<file path="src/rtl/calc3_req_master.sv">
`default_nettype none
// ============================================================================
// calc3_req_master : tagged CALC-3 port requester with completion matching.
// Optional macro CALC3_MASTER_TIMEOUT_EN adds per-tag age timeout.
// Revision: 1.0
// ============================================================================
module calc3_req_master #(
  parameter int TIMEOUT_CYCLES = 64
) (
  input  logic        c_clk,
  input  logic        reset_n,
  input  logic        job_valid,
  output logic        job_ready,
  input  logic [0:3]  job_cmd,
  input  logic [0:3]  job_d1,
  input  logic [0:3]  job_d2,
  input  logic [0:3]  job_r1,
  input  logic [0:31] job_data,
  output logic [0:3]  req_cmd,
  output logic [0:3]  req_d1,
  output logic [0:3]  req_d2,
  output logic [0:3]  req_r1,
  output logic [0:31] req_data,
  output logic [0:1]  req_tag,
  input  logic [0:1]  out_resp,
  input  logic [0:31] out_data,
  input  logic [0:1]  out_tag,
  output logic        cpl_valid,
  output logic [0:1]  cpl_tag,
  output logic [0:3]  cpl_cmd,
  output logic [0:1]  cpl_resp,
  output logic [0:31] cpl_data,
  output logic        err_spurious
);

  logic [3:0]  busy_q, busy_d;
  logic [0:3]  cmd_q [4];
  logic [0:3]  cmd_d [4];
  logic        ready_en_q;
  logic [0:3]  req_cmd_q, req_cmd_d, req_d1_q, req_d1_d, req_d2_q, req_d2_d, req_r1_q, req_r1_d;
  logic [0:31] req_data_q, req_data_d;
  logic [0:1]  req_tag_q, req_tag_d;
  logic        cpl_valid_q, cpl_valid_d;
  logic [0:1]  cpl_tag_q, cpl_tag_d;
  logic [0:3]  cpl_cmd_q, cpl_cmd_d;
  logic [0:1]  cpl_resp_q, cpl_resp_d;
  logic [0:31] cpl_data_q, cpl_data_d;
  logic        err_spurious_q, err_spurious_d;

  logic        accept;
  logic [1:0]  alloc_tag;
  logic        resp_v, resp_hit;
  logic        to_valid;
  logic [1:0]  to_tag;
  logic [1:0]  sel_tag;

  // ready_en_q keeps job_ready low throughout reset without a combinational path from reset_n
  assign job_ready = ready_en_q & ~(&busy_q);
  assign accept    = job_valid & job_ready;
  assign resp_v    = |out_resp;
  assign resp_hit  = resp_v & busy_q[out_tag];

  always_comb begin
    alloc_tag = 2'd0;
    for (int i = 3; i >= 0; i--) begin
      if (!busy_q[i]) alloc_tag = 2'(i);
    end
  end

`ifdef CALC3_MASTER_TIMEOUT_EN
  localparam int AGE_W = $clog2(TIMEOUT_CYCLES + 1);
  localparam logic [AGE_W-1:0] AGE_MAX = AGE_W'(TIMEOUT_CYCLES);

  logic [AGE_W-1:0] age_q [4];
  logic [AGE_W-1:0] age_d [4];
  logic [3:0]       expired;

  always_comb begin
    to_tag = 2'd0;
    for (int i = 0; i < 4; i++) begin
      expired[i] = busy_q[i] && (age_q[i] == AGE_MAX);
    end
    for (int i = 3; i >= 0; i--) begin
      if (expired[i]) to_tag = 2'(i);
    end
    to_valid = (|expired) & ~resp_hit;
  end

  always_comb begin
    for (int i = 0; i < 4; i++) begin
      age_d[i] = age_q[i];
      if (accept && (alloc_tag == 2'(i))) age_d[i] = '0;
      else if (busy_q[i] && (age_q[i] != AGE_MAX)) age_d[i] = age_q[i] + AGE_W'(1);
    end
  end

  always_ff @(posedge c_clk or negedge reset_n) begin
    if (!reset_n) begin
      for (int i = 0; i < 4; i++) age_q[i] <= '0;
    end else begin
      for (int i = 0; i < 4; i++) age_q[i] <= age_d[i];
    end
  end
`else
  logic unused_timeout_param;
  assign unused_timeout_param = (TIMEOUT_CYCLES > 0);
  assign to_valid = 1'b0;
  assign to_tag   = 2'd0;
`endif

  assign sel_tag = resp_hit ? out_tag : to_tag;

  always_comb begin
    busy_d = busy_q;
    for (int i = 0; i < 4; i++) cmd_d[i] = cmd_q[i];
    if (accept) begin
      busy_d[alloc_tag] = 1'b1;
      cmd_d[alloc_tag]  = job_cmd;
    end
    // accept only targets free tags, completion only busy ones, so the two never collide
    if (resp_hit || to_valid) busy_d[sel_tag] = 1'b0;

    req_cmd_d  = accept ? job_cmd   : '0;
    req_d1_d   = accept ? job_d1    : '0;
    req_d2_d   = accept ? job_d2    : '0;
    req_r1_d   = accept ? job_r1    : '0;
    req_data_d = accept ? job_data  : '0;
    req_tag_d  = accept ? alloc_tag : '0;

    cpl_valid_d    = resp_hit | to_valid;
    cpl_tag_d      = cpl_valid_d ? sel_tag : '0;
    cpl_cmd_d      = cpl_valid_d ? cmd_q[sel_tag] : '0;
    cpl_resp_d     = resp_hit ? out_resp : '0;
    cpl_data_d     = resp_hit ? out_data : '0;
    err_spurious_d = resp_v & ~resp_hit;
  end

  always_ff @(posedge c_clk or negedge reset_n) begin
    if (!reset_n) begin
      busy_q         <= '0;
      for (int i = 0; i < 4; i++) cmd_q[i] <= '0;
      ready_en_q     <= 1'b0;
      req_cmd_q      <= '0;
      req_d1_q       <= '0;
      req_d2_q       <= '0;
      req_r1_q       <= '0;
      req_data_q     <= '0;
      req_tag_q      <= '0;
      cpl_valid_q    <= 1'b0;
      cpl_tag_q      <= '0;
      cpl_cmd_q      <= '0;
      cpl_resp_q     <= '0;
      cpl_data_q     <= '0;
      err_spurious_q <= 1'b0;
    end else begin
      busy_q         <= busy_d;
      for (int i = 0; i < 4; i++) cmd_q[i] <= cmd_d[i];
      ready_en_q     <= 1'b1;
      req_cmd_q      <= req_cmd_d;
      req_d1_q       <= req_d1_d;
      req_d2_q       <= req_d2_d;
      req_r1_q       <= req_r1_d;
      req_data_q     <= req_data_d;
      req_tag_q      <= req_tag_d;
      cpl_valid_q    <= cpl_valid_d;
      cpl_tag_q      <= cpl_tag_d;
      cpl_cmd_q      <= cpl_cmd_d;
      cpl_resp_q     <= cpl_resp_d;
      cpl_data_q     <= cpl_data_d;
      err_spurious_q <= err_spurious_d;
    end
  end

  assign req_cmd      = req_cmd_q;
  assign req_d1       = req_d1_q;
  assign req_d2       = req_d2_q;
  assign req_r1       = req_r1_q;
  assign req_data     = req_data_q;
  assign req_tag      = req_tag_q;
  assign cpl_valid    = cpl_valid_q;
  assign cpl_tag      = cpl_tag_q;
  assign cpl_cmd      = cpl_cmd_q;
  assign cpl_resp     = cpl_resp_q;
  assign cpl_data     = cpl_data_q;
  assign err_spurious = err_spurious_q;

endmodule
`default_nettype wire
</file>
<file path="config.mk">
export PLATFORM = sky130hd
export DESIGN_NAME = calc3_req_master
export DESIGN_NICKNAME = d
export VERILOG_FILES = /design/src/rtl/calc3_req_master.sv
export SDC_FILE = /design/constraint.sdc
export NUM_CORES = 1
export LEC_CHECK = 0
export ABC_AREA = 1
export CAP_MARGIN = 5
export CORE_UTILIZATION = 41
export CTS_CLUSTER_SIZE = 28
export DETAILED_ROUTE_END_ITERATION = 16
export GPL_TIMING_DRIVEN = 1
export PLACE_DENSITY = 0.79
export REMOVE_ABC_BUFFERS = 1
export SLEW_MARGIN = 0
export SYNTH_ARGS = -nofsm -noshare
export SYNTH_HDL_FRONTEND = slang
export SYNTH_SLANG_ARGS = --single-unit
</file>
<file path="constraint.sdc">
create_clock -name c_clk -period 1.8 [get_ports c_clk]
set_clock_uncertainty 0.05 [all_clocks]
set_input_delay 0.27 -clock c_clk [delete_from_list [all_inputs] [get_ports c_clk]]
set_output_delay 0.27 -clock c_clk [all_outputs]
set_load 0.05 [all_outputs]
</file>
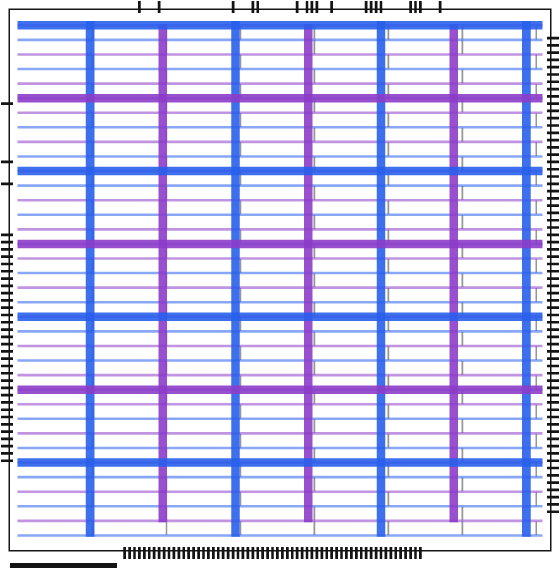
Figure 1: power grid.
Scale bar: 20 um. Pins as bars on the die edge. Tap cells in grey.
- blue: VSS
- purple: VDD
- met5 straps: 7
- signal pins: 180
Core Area: 0.00933 mm^2
Die H: 101 um
Chip Width: 101 um

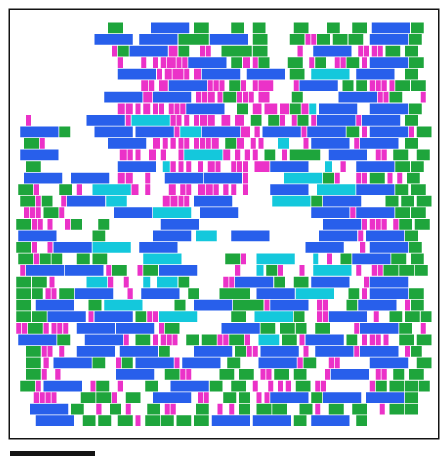
Figure 2: placement by cell class.
Scale bar: 20 um.
- green: remaining buffers and delay cells (cells 195; share of their area 29%)
- blue: sequential cells (cells 113; share of their area 45%)
- magenta: remaining logic cells (cells 278; share of their area 18%)
- cyan: clock drivers and dummy loads (cells 29; share of their area 8.3%)
site row count: 35
Seq/total area: 43.9%

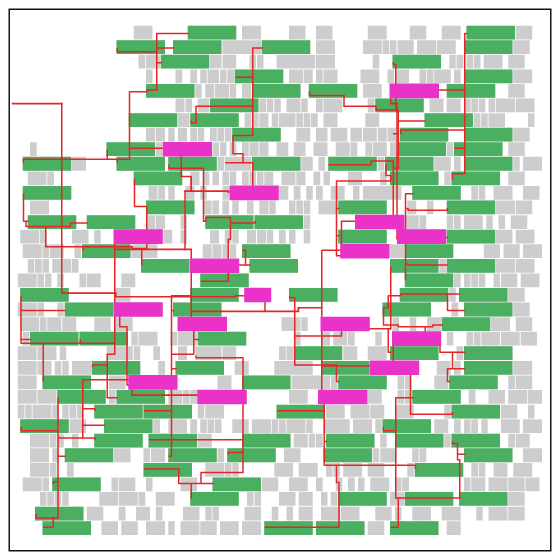
Figure 3: clock network drawn from the DEF.
- magenta: clock-net drivers (count 17)
- green: flip-flops (count 113)
- red: clock wires (length 1310 um)
- flops lie: widely spread
- routed clock nets: 18
Clk power: 2870 uW
Clock power frac: 35.1%
Clk Latency, worst-skew pair: 0.49 ns

==> deck_impl_summary.md <==
Implementation Results

Synthesis
  • Synth unique cells: 17
  • Post-synth EDFFs: 0
  • Area share of the largest cell type after synthesis: 70.7%
  • Synth flops: 113
  • Yosys warning count: 0
  • Post-Syn Instances: 400
  • Syn Area/Cell: 10.0 um^2
  • Seq share, synth: 70.7%

Timing
  • Crit share post-route: 94.4%
  • Minimum clock period: 1.70 ns
  • RSZ-0062 raised after global routing: false
  • Fmax: 0.589 GHz
  • Final setup vio count: 0

Power
  • PwrDens: 1270 mW/mm^2
  • Psw: 2660 uW
  • Internal Dissipation: 5500 uW

Global route
  • Vias in the first global route: 3329

CTS
  • Clock slew at reported path FFs: 0.05 ns
  • Clk sinks: 113
  • Num CTS Buffers: 17

Placement
  • PortBufs: 179

Floorplanning
  • Die ar.: 0.0102 mm^2

Final layout
  • Antenna cells: 0
  • Post-layout nets: 692

Drt
  • TritonRoute pass-1 iters: 4
  • DRC violations left: 0

Setup path
  • CP Max Fanout: 4
  • CP Launch Type: register
  • Crit-path cells: nand2_1, o21a_1, buf_12
  • Crit path buf inv count: 1

Outcome
  • Status: completed
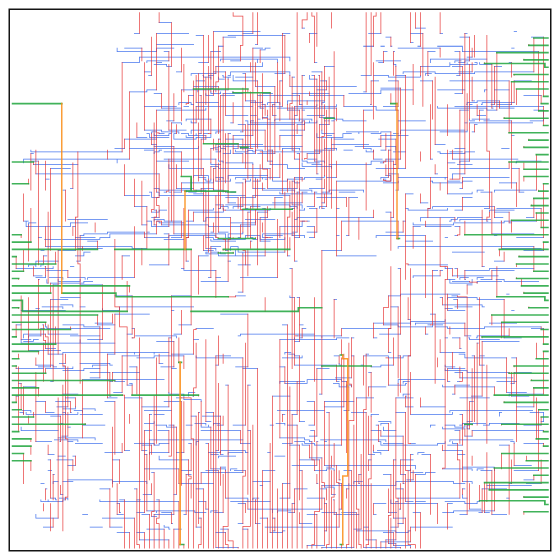
Figure 4: signal wires by layer.
- red: M2 (wire length 5130 um)
- green: M3 (wire length 747 um)
- orange: M4 (wire length 143 um)
- blue: M1 (wire length 3760 um)
GRT Total Usage: 20.9%
routed wire length: 9780 um

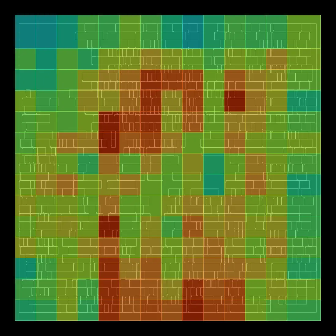
Figure 5: routing congestion.
fin util: 69.1%
drt wl/cell: 13.1 um
GR Util met3: 6.45%
grt met2 use: 37.5%

-- cell type report --
cell class                      instances  area, um^2  area share, %
Clock inverter                          6        32.5          0.505
Sequential cell                       113        2830           43.9
Tap cell                              129         161           2.51
Multi-Input combinational cell        183         767           11.9
Clock buffer                           23         487           7.56
Timing Repair Buffer                  195        1810           28.1
Inverter                               95         357           5.54
-- sequential cells by signal (all words and copies together), names as in the netlist --
signal        flops
cpl_resp          2
cmd_q            16
cpl_tag           2
cpl_cmd           4
cpl_data         32
cpl_valid         1
err_spurious      1
req_d2            4
req_cmd           4
req_r1            4
ready_en_q        1
req_tag           2
req_data         32
busy_q            4
req_d1            4
-- cell usage in the layout (no fill, tap or decap), drive strengths merged --
cell	synthesis	layout
clkinv	0	5
dlygate4sd3	0	1
o21ai	10	10
inv	95	95
nand2	42	42
dlygate4sd2	0	54
and2	1	1
clkbuf	0	23
nor2	106	106
a21oi	10	10
nand4	3	3
clkdlybuf4s50	0	85
clkinvlp	0	1
o21a	1	1
o31ai	1	1
dfrtp	113	113
conb	1	1
buf	9	55
nand3	8	8
-- power by group through the flow --
stage                     logic, uW  registers (uW)  clock network [uW]
after CTS                      2130            3160                2920
final                          2130            3160                2870
after global placement         2160            3200                   0
after global routing           2310            3200                3030
after detailed placement       2210            3210                   0
after floorplan                 542            3930                   0
-- stage by stage --
step | std cells | hold WS [ns] | setup slack [ns]
3_5_place_dp | 713 | 0.0750 | -0.0477
4_1_cts | 743 | 0.0878 | 0.0422
6_report | 744 | 0.119 | 0.101
5_1_grt | 744 | 0.119 | 0.0146
3_3_place_gp | 713 | 0.0745 | 0.0553
2_1_floorplan | 391 | -0.0756 | -0.364
-- cells by family (layout without fill, tap and decap cells) --
family	after synthesis	after routing	share of synthesized area (%)
AND/OR/NAND/NOR	160	160	16.1
AND-OR/OR-AND	22	22	2.88
flip-flops	113	113	70.7
buffers and inverters	104	319	10.2
other	1	1	0.0937
-- per-layer routing --
layer	wire [um]	global-route usage [%]	up-vias
met3	747	6.45	10
li1	-	-	1556
met1	3760	23.4	1532
met2	5130	37.5	140
met5	0	0	-
met4	142	7.80	0
-- worst reg2reg max path, delay by kind of cell, from the launching register on --
family	cells	cell delay, ns
DFF	1	0.42
and+or+nand+nor	3	0.65
AOI/OAI and AO/OA	2	0.38
-- path summary, 6_finish.rpt --
check                                        end  slack, ns
hold / removal             cpl_data[7]$_DFF_PN0_       0.12
setup reg to reg            cmd_q[1]$_DFFE_PN0P_       0.23
hold reg to reg             cmd_q[7]$_DFFE_PN0P_       0.44
max in group asynchronous  cpl_data[6]$_DFF_PN0_       1.02
setup / recovery                       job_ready       0.10
min in group c_clk         req_data[0]$_DFF_PN0_       0.24
-- what timing repair did --
action / in CTS / in global routing
setup buffers: 0 / 1
gates resized: 54 / 0
hold endpoints to repair: 113 / 0
endpoints found under the setup margin: 54 / 1
pin swaps: 0 / 0
hold buffers: 1 / 0
Power is estimated from default activity; no workload was simulated.
